==> images/clocks.png <==
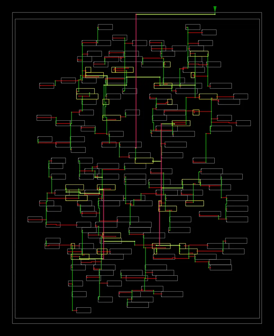
==> images/metal_density.png <==
Drawn at 2 px/um. 25 x 32 tiles, from black (low) to pale yellow (high), scaled to the fullest tile. Values are wire area over tile area, all layers added.
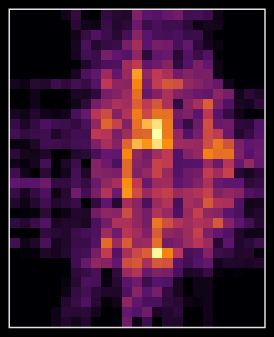
[src/rtl/ppi_pkg.sv]
// Shared constants for the parallel port bank: register map and default data width.
package ppi_pkg;

    localparam int PPI_DATA_W_DEF = 8;
    localparam int PPI_MAX_PORTS  = 4;

    localparam logic [3:0] ADDR_DATA0  = 4'd0;
    localparam logic [3:0] ADDR_DDR0   = 4'd4;
    localparam logic [3:0] ADDR_MODE   = 4'd8;
    localparam logic [3:0] ADDR_STATUS = 4'd9;

endpackage

[src/rtl/ppi_sync.sv]
// Two-flop synchronizer for asynchronous pins, with a rising-edge pulse taken
// from the synchronized level.
module ppi_sync #(
    parameter int W = 1
) (
    input  logic         clk,
    input  logic         Rst,
    input  logic [W-1:0] d,
    output logic [W-1:0] q,
    output logic [W-1:0] rise
);

    logic [W-1:0] meta;
    logic [W-1:0] q_d;

    always_ff @(posedge clk) begin
        if (Rst) begin
            meta <= '0;
            q    <= '0;
            q_d  <= '0;
        end else begin
            meta <= d;
            q    <= meta;
            q_d  <= q;
        end
    end

    assign rise = q & ~q_d;

endmodule

[src/rtl/ppi_port_bank.sv]
// Programmable parallel port bank: per-port output latch, direction register and
// optional strobed input latch. Define PPI_IRQ_EN to add the Irq output (IE = MODE[7:4]).
module ppi_port_bank
    import ppi_pkg::*;
#(
    parameter int DATA_W    = PPI_DATA_W_DEF,
    parameter int NUM_PORTS = 3
) (
    input  logic                          clk,
    input  logic                          Rst,
    input  logic [3:0]                    Addr,
    input  logic                          Wr,
    input  logic                          Rd,
    input  logic [DATA_W-1:0]             D_In,
    output logic [DATA_W-1:0]             D_Out,
    output logic                          Rd_Valid,
    input  logic [NUM_PORTS*DATA_W-1:0]   Port_In,
    output logic [NUM_PORTS*DATA_W-1:0]   Port_Out,
    output logic [NUM_PORTS*DATA_W-1:0]   Port_Oe,
    input  logic [NUM_PORTS-1:0]          Stb,
    output logic [NUM_PORTS-1:0]          Ibf
`ifdef PPI_IRQ_EN
    ,
    output logic                          Irq
`endif
);

    logic [DATA_W-1:0]           out_latch [NUM_PORTS];
    logic [DATA_W-1:0]           ddr       [NUM_PORTS];
    logic [DATA_W-1:0]           in_latch  [NUM_PORTS];
    logic [3:0]                  mode_sel;
    logic [NUM_PORTS-1:0]        ibf;
    logic [NUM_PORTS-1:0]        ovr;
    logic [NUM_PORTS*DATA_W-1:0] pin_sync;
    logic [NUM_PORTS*DATA_W-1:0] pin_rise_unused;
    logic [NUM_PORTS-1:0]        stb_level_unused;
    logic [NUM_PORTS-1:0]        stb_rise;
    logic [NUM_PORTS-1:0]        rd_clr;
    logic [7:0]                  mode_rd;
    logic [7:0]                  status_rd;
    logic [DATA_W-1:0]           rd_data;
    logic                        wr_mode;
    logic                        rd_status;

    for (genvar g = 0; g < NUM_PORTS; g++) begin : g_port
        ppi_sync #(.W(DATA_W)) u_pin_sync (
            .clk  (clk),
            .Rst  (Rst),
            .d    (Port_In[g*DATA_W +: DATA_W]),
            .q    (pin_sync[g*DATA_W +: DATA_W]),
            .rise (pin_rise_unused[g*DATA_W +: DATA_W])
        );
        ppi_sync #(.W(1)) u_stb_sync (
            .clk  (clk),
            .Rst  (Rst),
            .d    (Stb[g]),
            .q    (stb_level_unused[g]),
            .rise (stb_rise[g])
        );
        assign Port_Out[g*DATA_W +: DATA_W] = out_latch[g];
        assign Port_Oe[g*DATA_W +: DATA_W]  = ddr[g];
    end

    assign wr_mode   = Wr && (Addr == ADDR_MODE);
    assign rd_status = Rd && (Addr == ADDR_STATUS);
    assign status_rd = {4'(ovr), 4'(ibf)};
    assign Ibf       = ibf;

`ifdef PPI_IRQ_EN
    logic [3:0] ie;
    assign mode_rd = {ie, mode_sel};

    always_ff @(posedge clk) begin
        if (Rst) begin
            ie  <= '0;
            Irq <= 1'b0;
        end else begin
            if (wr_mode) ie <= D_In[7:4];
            Irq <= |(4'(ibf) & ie);
        end
    end
`else
    assign mode_rd = {4'b0000, mode_sel};
`endif

    // Read mux sees only registered state, so a same-cycle write is not visible.
    always_comb begin
        rd_data = '0;
        rd_clr  = '0;
        for (int i = 0; i < NUM_PORTS; i++) begin
            if (Addr == ADDR_DATA0 + 4'(i)) begin
                rd_data   = (ddr[i] & out_latch[i]) |
                            (~ddr[i] & (mode_sel[i] ? in_latch[i]
                                                    : pin_sync[i*DATA_W +: DATA_W]));
                rd_clr[i] = Rd && mode_sel[i];
            end
            if (Addr == ADDR_DDR0 + 4'(i)) rd_data = ddr[i];
        end
        if (Addr == ADDR_MODE)   rd_data = DATA_W'(mode_rd);
        if (Addr == ADDR_STATUS) rd_data = DATA_W'(status_rd);
    end

    // Handshake: Rd is a one-cycle request; exactly one cycle later Rd_Valid pulses
    // for one cycle with D_Out holding the data. D_Out is zero when Rd_Valid is low.
    always_ff @(posedge clk) begin
        if (Rst) begin
            D_Out    <= '0;
            Rd_Valid <= 1'b0;
        end else begin
            Rd_Valid <= Rd;
            D_Out    <= Rd ? rd_data : '0;
        end
    end

    always_ff @(posedge clk) begin
        if (Rst) begin
            mode_sel <= '0;
            ibf      <= '0;
            ovr      <= '0;
            for (int i = 0; i < NUM_PORTS; i++) begin
                out_latch[i] <= '0;
                ddr[i]       <= '0;
                in_latch[i]  <= '0;
            end
        end else begin
            if (wr_mode) mode_sel <= D_In[3:0];
            for (int i = 0; i < NUM_PORTS; i++) begin
                if (Wr && (Addr == ADDR_DATA0 + 4'(i))) out_latch[i] <= D_In;
                if (Wr && (Addr == ADDR_DDR0 + 4'(i)))  ddr[i]       <= D_In;
                if (wr_mode && !D_In[i]) begin
                    ibf[i] <= 1'b0;
                    ovr[i] <= 1'b0;
                end else if (mode_sel[i]) begin
                    // A new overrun in the same cycle as a STATUS read wins over the clear.
                    if (rd_status) ovr[i] <= 1'b0;
                    if (stb_rise[i]) begin
                        if (ibf[i] && !rd_clr[i]) begin
                            ovr[i] <= 1'b1;
                        end else begin
                            in_latch[i] <= pin_sync[i*DATA_W +: DATA_W];
                            ibf[i]      <= 1'b1;
                        end
                    end else if (rd_clr[i]) begin
                        ibf[i] <= 1'b0;
                    end
                end
            end
        end
    end

endmodule

[config.mk]
export PLATFORM = sky130hd
export DESIGN_NAME = ppi_port_bank
export DESIGN_NICKNAME = d
export VERILOG_FILES = /design/src/rtl/ppi_pkg.sv /design/src/rtl/ppi_sync.sv /design/src/rtl/ppi_port_bank.sv
export SDC_FILE = /design/constraint.sdc
export NUM_CORES = 1
export LEC_CHECK = 0
export ABC_AREA = 1
export ABC_CLOCK_PERIOD_IN_PS = 3800
export CAP_MARGIN = 30
export CORE_ASPECT_RATIO = 1.25
export CORE_UTILIZATION = 30
export CTS_CLUSTER_DIAMETER = 40
export CTS_CLUSTER_SIZE = 28
export DETAILED_ROUTE_END_ITERATION = 8
export PLACE_DENSITY = 0.53
export SETUP_SLACK_MARGIN = 0.02
export SLEW_MARGIN = 20
export SYNTH_ARGS = -nofsm -noshare
export SYNTH_HDL_FRONTEND = slang
export SYNTH_SLANG_ARGS = --single-unit
[constraint.sdc]
create_clock -name clk -period 3.8 [get_ports clk]
set_input_delay 0.38 -clock clk [delete_from_list [all_inputs] [get_ports clk]]
set_output_delay 0.38 -clock clk [all_outputs]
set_load 0.01 [all_outputs]
==> results.yml <==
# yosys + openroad results
outcome:
  status: "complete, no violations"
logic_synthesis:
  synth_cells: 674
  yosysWarnings: 0
  netlist-cell-type-count: 28
  synthFlopType: "dfxtp_1"
  yosysMostFrequentCell: "nand2_1"
  top_cells_by_count: "nand2_1, nor2_1, inv_1, dfxtp_1, edfxtp_1"
  synthesis.nets: 717
  ys_cells: 674
power:
  leakage_nw: 3.42
  ir_worst_vdd_v: 0.000319
  power_w: 0.00378
final_timing:
  period_used_share: 0.637
  period_needed_ns: 2.42
route:
  drc_errors: 0
  viasPerCell: 4.26
  vias: 4501
  ant_nets: 0
die:
  io_pins: 103
  core-area_um2: 19000
  fp.dieH_um: 158
clocking:
  cts_resized: 0
  cts.htree.levels: 4
  cts_buffer_depth: 2
  clkSinkCount: 148
global_route:
  grt_pass1_wl_um: 23800
  grt_pass1_vias: 4228
  track_usage: 0.164
final_layout:
  syn2layout_area_growth_pct: 32.3
setup_path:
  worstSetupStartpointType: "input pin"
  cp_max_fo: 24
run:
  cap_violations: 0
placement:
  port_buffers: 102
hold_path:
  min_path_type: "in -> reg"
Back to the opening pictures, clocks.png:
Num CTS Buffers: 17
Clock Power: 0.00169 W
Clk Latency, worst-skew pair: 0.42 ns

Back to the opening pictures, metal_density.png:
fullest tile: 0.60
nearly empty tiles: 23%
densest ninth of the die: center
tiles over half the peak: 9.5%

-- critical path: stages --
cell and delay, ns:
clkdlybuf4s50_1 0.46, nor2_1 0.30, nand3_1 0.49, nor2_1 0.21, nand2_1 0.06, nand2_1 0.08, nand3b_1 0.11, nand3_2 0.41
nand2_1 0.13, inv_2 0.06
-- state kept, by name, summed over array words and instances, names as in the netlist --
name                    cells
D_Out                       8
Ibf                         3
Rd_Valid                    1
ddr                        24
g_port.u_pin_sync.meta     24
g_port.u_pin_sync.q        24
g_port.u_stb_sync.meta      3
g_port.u_stb_sync.q         3
g_port.u_stb_sync.q_d       3
in_latch                   24
mode_sel                    4
out_latch                  24
ovr                         3
-- cell families after synthesis --
kind of cell	Yosys count	synth area share
AND-OR/OR-AND	48	0.0450
flip-flops	148	0.628
AND/OR/NAND/NOR	328	0.229
buffers and inverters	150	0.0987
-- per-stage QoR --
step | utilization | cells | cell area (um^2) | setup WS, ns | hold WS [ns]
final | 0.409 | 1057 | 7760 | 1.38 | 0.388
after global routing | 0.409 | 1057 | 7760 | 1.07 | 0.414
after CTS | 0.409 | 1057 | 7760 | 1.35 | 0.382
after detailed placement | 0.378 | 1025 | 7170 | 0.906 | 0.393
after global placement | 0.378 | 1025 | 7170 | 0.915 | 0.393
after floorplan | - | 674 | 5870 | 1.80 | 0.388
-- final timing paths --
kind	from	end	slack (ns)	cells after the start
setup reg to reg	mode_sel[1]	in_latch[0][11]	1.50	4
setup / recovery	Addr[3]	in_latch[0][4]	1.38	10
hold reg to reg	g_port[0].u_pin_sync.meta[7]	g_port[0].u_pin_sync.q[7]	0.40	2
hold / removal	Rst	ovr[2]	0.39	4
-- layout by cell type, fill, tap and decap left out, types with 4 or more instances in the layout --
cell type        instances
clkdlybuf4s50_1        101
inv_2                   33
nand3_1                 35
dfxtp_1                 76
or2_2                    8
buf_4                    5
edfxtp_1                72
o21ai_0                 13
nand2_1                156
nand4_1                  4
clkbuf_16               18
nor2_1                 115
o21ai_1                  5
a21oi_1                 22
inv_1                   99
-- power by group --
part | total (W) | leakage [nW] | switching [W] | internal (W)
sequential | 0.00180 | 1.33 | 0.0000498 | 0.00175
combinational | 0.000297 | 1.79 | 0.000155 | 0.000142
clock | 0.00169 | 0.293 | 0.000661 | 0.00102
total | 0.00378 | 3.42 | 0.000865 | 0.00292
-- routing by layer --
| metal | GRT usage | up-vias | routed length, um |
|---|---|---|---|
| met4 | 0.0811 | 0 | 482 |
| met3 | 0.0336 | 29 | 860 |
| met5 | 0 | - | 0 |
| li1 | - | 2293 | - |
| met2 | 0.274 | 174 | 7660 |
| met1 | 0.201 | 2005 | 6860 |
-- cell type report --
class,instances,area [um^2],share of cell area
inverter,133,499,0.0643
timing repair buffer,107,1050,0.136
clock buffer,21,472,0.0607
tap,261,327,0.0421
clock inverter,11,124,0.0160
multi-input combinational,376,1610,0.207
sequential,148,3680,0.474
Power is estimated from default activity; no workload was simulated.
